**src/rtl/sha256_pkg.sv**
```systemverilog
// rtl/sha256_pkg.sv - shared constants and state encoding for the SHA-256 message padder
package sha256_pkg;

  localparam int SHA_BLOCK_W   = 512;
  localparam int SHA_DIGEST_W  = 256;
  localparam int BLK_BYTES     = SHA_BLOCK_W / 8;
  localparam int LEN_FIELD_OFS = 56;
  localparam logic [7:0] PAD_BYTE = 8'h80;

  typedef enum logic [2:0] {
    ST_FILL = 3'd0,
    ST_PAD  = 3'd1,
    ST_LEN  = 3'd2,
    ST_SEND = 3'd3,
    ST_WAIT = 3'd4
  } pad_state_t;

endpackage

```
**src/rtl/sha256_msg_padder_if.sv**
```systemverilog
// rtl/sha256_msg_padder_if.sv - byte-stream and block-core signals of the padder
// SHA_PAD_DIGEST_CAPTURE_EN adds the digest capture signals.
interface sha256_msg_padder_if;
  import sha256_pkg::*;

  logic [7:0]             i_Byte;
  logic                   i_fValid;
  logic                   i_fLast;
  logic                   o_fReady;
  logic [SHA_BLOCK_W-1:0] o_Data;
  logic                   o_fStart;
  logic                   o_fFirst;
  logic                   i_fDone;
  logic                   o_fMsgDone;
  logic                   o_fErr;

`ifdef SHA_PAD_DIGEST_CAPTURE_EN
  logic [SHA_DIGEST_W-1:0] i_Digest;
  logic [SHA_DIGEST_W-1:0] o_Digest;
  logic                    o_fDigestValid;

  modport slave (
    input  i_Byte, i_fValid, i_fLast, i_fDone, i_Digest,
    output o_fReady, o_Data, o_fStart, o_fFirst, o_fMsgDone, o_fErr, o_Digest, o_fDigestValid
  );
  modport master (
    output i_Byte, i_fValid, i_fLast, i_fDone, i_Digest,
    input  o_fReady, o_Data, o_fStart, o_fFirst, o_fMsgDone, o_fErr, o_Digest, o_fDigestValid
  );
`else
  modport slave (
    input  i_Byte, i_fValid, i_fLast, i_fDone,
    output o_fReady, o_Data, o_fStart, o_fFirst, o_fMsgDone, o_fErr
  );
  modport master (
    output i_Byte, i_fValid, i_fLast, i_fDone,
    input  o_fReady, o_Data, o_fStart, o_fFirst, o_fMsgDone, o_fErr
  );
`endif

endinterface

```
**src/rtl/sha256_blk_buf.sv**
```systemverilog
// rtl/sha256_blk_buf.sv - 64x8 block buffer, single-byte write, 8-byte length write, 512-bit read
module sha256_blk_buf
  import sha256_pkg::*;
(
  input  logic                   Clk,
  input  logic                   wr_en,
  input  logic [5:0]             wr_addr,
  input  logic [7:0]             wr_data,
  input  logic                   len_en,
  input  logic [63:0]            len_data,
  output logic [SHA_BLOCK_W-1:0] rd_data
);

  logic [7:0] mem [BLK_BYTES];

  // Every byte of a block is rewritten before it is sent, so no reset is needed.
  always_ff @(posedge Clk) begin
    if (wr_en) begin
      mem[wr_addr] <= wr_data;
    end
    if (len_en) begin
      for (int i = 0; i < 8; i++) begin
        mem[6'(LEN_FIELD_OFS + i)] <= len_data[63 - 8*i -: 8];
      end
    end
  end

  for (genvar g = 0; g < BLK_BYTES; g++) begin : g_rd
    assign rd_data[SHA_BLOCK_W - 1 - 8*g -: 8] = mem[g];
  end

endmodule

```
**src/rtl/sha256_msg_padder.sv**
```systemverilog
// rtl/sha256_msg_padder.sv - FIPS 180-4 byte-stream padder feeding the SHA-256 block core
// SHA_PAD_DIGEST_CAPTURE_EN enables capture of the core digest at message end.
module sha256_msg_padder
  import sha256_pkg::*;
#(
  parameter int LEN_W   = 64,
  parameter int TIMEOUT = 4096
) (
  input  logic               Clk,
  input  logic               Rst,
  sha256_msg_padder_if.slave bus
);

  localparam int TMO_W = (TIMEOUT > 1) ? $clog2(TIMEOUT + 1) : 1;

  pad_state_t             state_q, state_d;
  logic [6:0]             ptr_q, ptr_d;
  logic [LEN_W-1:0]       len_q, len_d;
  logic [LEN_W:0]         len_sum;
  logic [TMO_W-1:0]       wait_cnt_q, wait_cnt_d;
  logic                   first_q, first_d;
  logic                   need80_q, need80_d;
  logic                   pad_pend_q, pad_pend_d;
  logic                   final_q, final_d;
  logic                   err_q, err_d;
  logic                   msg_done_q, msg_done_d;
  logic                   rdy_en_q;
  logic [SHA_BLOCK_W-1:0] data_q, blk_rd;
  logic                   wr_en, len_en, ready, start, first_out, timed_out;
  logic [7:0]             wr_data;
  logic [63:0]            len_field;

  assign len_sum   = {1'b0, len_q} + (LEN_W + 1)'(8);
  assign len_field = 64'(len_q);
  assign timed_out = (TIMEOUT != 0) && (wait_cnt_q == TMO_W'(TIMEOUT));

  sha256_blk_buf u_buf (
    .Clk      (Clk),
    .wr_en    (wr_en),
    .wr_addr  (ptr_q[5:0]),
    .wr_data  (wr_data),
    .len_en   (len_en),
    .len_data (len_field),
    .rd_data  (blk_rd)
  );

  always_ff @(posedge Clk or posedge Rst) begin
    if (Rst) begin
      state_q    <= ST_FILL;
      ptr_q      <= '0;
      len_q      <= '0;
      wait_cnt_q <= '0;
      first_q    <= 1'b1;
      need80_q   <= 1'b0;
      pad_pend_q <= 1'b0;
      final_q    <= 1'b0;
      err_q      <= 1'b0;
      msg_done_q <= 1'b0;
      rdy_en_q   <= 1'b0;
      data_q     <= '0;
    end else begin
      state_q    <= state_d;
      ptr_q      <= ptr_d;
      len_q      <= len_d;
      wait_cnt_q <= wait_cnt_d;
      first_q    <= first_d;
      need80_q   <= need80_d;
      pad_pend_q <= pad_pend_d;
      final_q    <= final_d;
      err_q      <= err_d;
      msg_done_q <= msg_done_d;
      rdy_en_q   <= 1'b1;
      if (state_q == ST_SEND) begin
        data_q <= blk_rd;
      end
    end
  end

  always_comb begin
    state_d    = state_q;
    ptr_d      = ptr_q;
    len_d      = len_q;
    wait_cnt_d = wait_cnt_q;
    first_d    = first_q;
    need80_d   = need80_q;
    pad_pend_d = pad_pend_q;
    final_d    = final_q;
    err_d      = err_q;
    msg_done_d = 1'b0;
    wr_en      = 1'b0;
    wr_data    = bus.i_Byte;
    len_en     = 1'b0;
    ready      = 1'b0;
    start      = 1'b0;
    first_out  = 1'b0;

    case (state_q)
      ST_FILL: begin
        ready = rdy_en_q;
        if (rdy_en_q && bus.i_fValid) begin
          wr_en = 1'b1;
          ptr_d = ptr_q + 7'd1;
          len_d = len_sum[LEN_W-1:0];
          if (len_sum[LEN_W]) begin
            err_d = 1'b1;
          end
          if (bus.i_fLast) begin
            need80_d = 1'b1;
            // Last byte fills the block: the 0x80 goes into a fresh block after this one.
            if (ptr_q == 7'd63) begin
              pad_pend_d = 1'b1;
              state_d    = ST_SEND;
            end else begin
              state_d = ST_PAD;
            end
          end else if (ptr_q == 7'd63) begin
            state_d = ST_SEND;
          end
        end
      end

      ST_PAD: begin
        wr_en    = 1'b1;
        wr_data  = need80_q ? PAD_BYTE : 8'h00;
        need80_d = 1'b0;
        ptr_d    = ptr_q + 7'd1;
        if (ptr_q == 7'(LEN_FIELD_OFS - 1)) begin
          state_d = ST_LEN;
        end else if (ptr_q == 7'd63) begin
          pad_pend_d = 1'b1;
          state_d    = ST_SEND;
        end
      end

      ST_LEN: begin
        len_en  = 1'b1;
        final_d = 1'b1;
        state_d = ST_SEND;
      end

      ST_SEND: begin
        start      = 1'b1;
        first_out  = first_q;
        first_d    = 1'b0;
        wait_cnt_d = '0;
        state_d    = ST_WAIT;
      end

      ST_WAIT: begin
        if (bus.i_fDone) begin
          ptr_d = '0;
          if (final_q) begin
            msg_done_d = 1'b1;
            len_d      = '0;
            first_d    = 1'b1;
            final_d    = 1'b0;
            state_d    = ST_FILL;
          end else if (pad_pend_q) begin
            pad_pend_d = 1'b0;
            state_d    = ST_PAD;
          end else begin
            state_d = ST_FILL;
          end
        end else if (timed_out) begin
          // Core went silent: drop the whole message and wait for a new one.
          err_d      = 1'b1;
          ptr_d      = '0;
          len_d      = '0;
          first_d    = 1'b1;
          final_d    = 1'b0;
          pad_pend_d = 1'b0;
          need80_d   = 1'b0;
          state_d    = ST_FILL;
        end else begin
          wait_cnt_d = wait_cnt_q + TMO_W'(1);
        end
      end

      default: begin
        state_d = ST_FILL;
      end
    endcase
  end

  // The SEND cycle shows the buffer directly; data_q holds it until the next SEND.
  assign bus.o_Data     = (state_q == ST_SEND) ? blk_rd : data_q;
  assign bus.o_fReady   = ready;
  assign bus.o_fStart   = start;
  assign bus.o_fFirst   = first_out;
  assign bus.o_fMsgDone = msg_done_q;
  assign bus.o_fErr     = err_q;

`ifdef SHA_PAD_DIGEST_CAPTURE_EN
  logic [SHA_DIGEST_W-1:0] digest_q;
  logic                    digest_vld_q;

  always_ff @(posedge Clk or posedge Rst) begin
    if (Rst) begin
      digest_q     <= '0;
      digest_vld_q <= 1'b0;
    end else if (state_q == ST_WAIT && bus.i_fDone && final_q) begin
      digest_q     <= bus.i_Digest;
      digest_vld_q <= 1'b1;
    end else if (start && first_q) begin
      digest_vld_q <= 1'b0;
    end
  end

  assign bus.o_Digest       = digest_q;
  assign bus.o_fDigestValid = digest_vld_q;
`endif

endmodule

```
**src/flat_wrapper.sv**
```systemverilog
// flat-port wrapper written by rule: the top's interface ports become plain ports
module sha256_msg_padder_flat import sha256_pkg::*;
#(
  parameter int LEN_W   = 64,
  parameter int TIMEOUT = 4096
)
  (Clk, Rst, bus_i_Byte, bus_i_fValid, bus_i_fLast, bus_i_fDone, bus_o_fReady, bus_o_Data, bus_o_fStart, bus_o_fFirst, bus_o_fMsgDone, bus_o_fErr);
  sha256_msg_padder_if bus_i ();
  input  logic Clk;
  input  logic Rst;
  input wire logic [$bits(bus_i.i_Byte)-1:0] bus_i_Byte;
  input wire logic [$bits(bus_i.i_fValid)-1:0] bus_i_fValid;
  input wire logic [$bits(bus_i.i_fLast)-1:0] bus_i_fLast;
  input wire logic [$bits(bus_i.i_fDone)-1:0] bus_i_fDone;
  output wire logic [$bits(bus_i.o_fReady)-1:0] bus_o_fReady;
  output wire logic [$bits(bus_i.o_Data)-1:0] bus_o_Data;
  output wire logic [$bits(bus_i.o_fStart)-1:0] bus_o_fStart;
  output wire logic [$bits(bus_i.o_fFirst)-1:0] bus_o_fFirst;
  output wire logic [$bits(bus_i.o_fMsgDone)-1:0] bus_o_fMsgDone;
  output wire logic [$bits(bus_i.o_fErr)-1:0] bus_o_fErr;
  assign bus_i.i_Byte = bus_i_Byte;
  assign bus_i.i_fValid = bus_i_fValid;
  assign bus_i.i_fLast = bus_i_fLast;
  assign bus_i.i_fDone = bus_i_fDone;
  assign bus_o_fReady = bus_i.o_fReady;
  assign bus_o_Data = bus_i.o_Data;
  assign bus_o_fStart = bus_i.o_fStart;
  assign bus_o_fFirst = bus_i.o_fFirst;
  assign bus_o_fMsgDone = bus_i.o_fMsgDone;
  assign bus_o_fErr = bus_i.o_fErr;
  sha256_msg_padder #(.LEN_W(LEN_W), .TIMEOUT(TIMEOUT)) u_core (.Clk(Clk), .Rst(Rst), .bus(bus_i));
endmodule
```
**config.mk**
```make
export PLATFORM = sky130hd
export DESIGN_NAME = sha256_msg_padder_flat
export DESIGN_NICKNAME = d
export VERILOG_FILES = /design/src/rtl/sha256_pkg.sv /design/src/rtl/sha256_msg_padder_if.sv /design/src/rtl/sha256_blk_buf.sv /design/src/rtl/sha256_msg_padder.sv /design/src/flat_wrapper.sv
export SDC_FILE = /design/constraint.sdc
export NUM_CORES = 2
export LEC_CHECK = 0
export ABC_AREA = 1
export CAP_MARGIN = 20
export CELL_PAD_IN_SITES_DETAIL_PLACEMENT = 0
export CELL_PAD_IN_SITES_GLOBAL_PLACEMENT = 2
export CORE_MARGIN = 3
export CORE_UTILIZATION = 35
export CTS_CLUSTER_DIAMETER = 200
export DETAILED_ROUTE_END_ITERATION = 6
export GPL_TIMING_DRIVEN = 0
export MAX_ROUTING_LAYER = met4
export PLACE_DENSITY = 0.77
export SLEW_MARGIN = 20
export SYNTH_ARGS = -nofsm -noshare
export SYNTH_HDL_FRONTEND = slang
export SYNTH_SLANG_ARGS = --single-unit
```
**constraint.sdc**
```tcl
create_clock -name Clk -period 20.5 [get_ports Clk]
set_input_delay 2.05 -clock Clk [delete_from_list [all_inputs] [get_ports Clk]]
set_output_delay 2.05 -clock Clk [all_outputs]
set_load 0.01 [all_outputs]
```
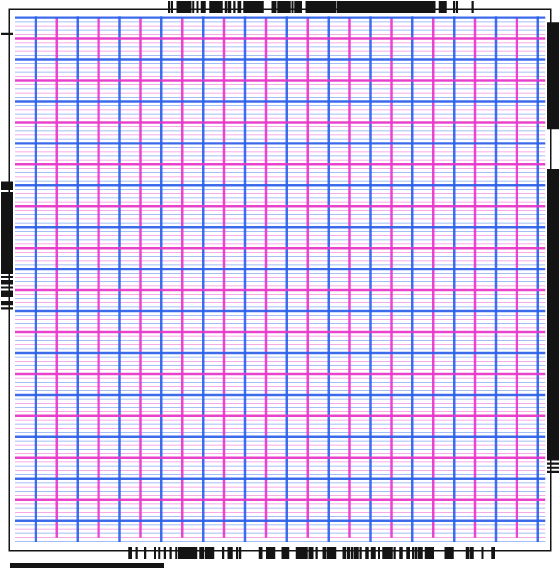
(supply network)
The bar under the picture is 100 µm long. Pins as bars on the die edge.
legend:
  blue:
    net: VSS
  magenta:
    net: VDD
met5 straps: 25
rows: 125
signal pins: 530
met1 rails: 126
Die Ht: 350 µm
Core Area: 117000 µm²
VDD IR max: 0.0850 mV

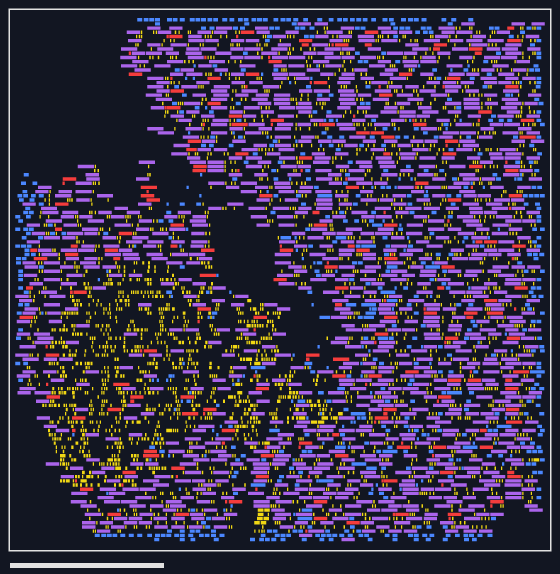
(cell classes on the final placement)
The bar under the picture is 100 µm long.
legend:
  blue:
    class: remaining buffers and delay cells
    cells: 718
  red:
    class: clock drivers and dummy loads
    cells: 226
  yellow:
    class: remaining logic cells
    cells: 2599
  purple:
    class: registers
    cells: 1115
# rows: 125
end-of-flow core utilization: 0.459
Seq/total area: 0.568
design area: 53600 µm²

==> results.yml <==
# synthesis and place-and-route metrics
global_routing:
  grt_remaining_overflow: 0
  grt_pass1_vias: 28800
  top_usage_layer: "met2"
  grt_pass1_wl_mm: 205
place:
  place.gp.congestion: 0.863
  placement.io_buffers: 529
  dpl.hpwl_mm: 101
timing:
  period_minus_slack_ps: 5880
  slew_violations: 0
  final-setup-viol-count: 0
clocking:
  clk_pin_slew_ps: 60
  cts.repair.resized: 0
run:
  log.warning_count: 28
power:
  cellPowerDensity_nw_per_um2: 93.5
  power.total_w: 0.00501
final_layout:
  signal_buffers: 718
  clk_share: 0.0743
  drive_gt1_frac: 0.0711
  seq_cells: 1115
  flop_area_um2: 30500
logic_synthesis:
  dominantRegCellSynth: "dfrtp_1"
  fp_nets: 3877
  syn_avg_cell_area_um2: 10.8
  synth.area.mux_share: 0
  adder_share: 0.00121
  aoi_share: 0.0182
  synth_area_leader_cell: "edfxtp_1"
setup_path:
  startpoint_type: "flop"
  crit_fanout: 10
  r2r_start: "u_core.state_q[2]"
  r2r_end: "u_core.u_buf.mem[57][6]"
run_status:
  outcome: "finished, final reports clean"
floorplanning:
  fp_util: 0.355
route:
  maxUsedRoutingLayer: "met4"
  wl_met2_mm: 67.5
Power and IR drop assume default switching activity.
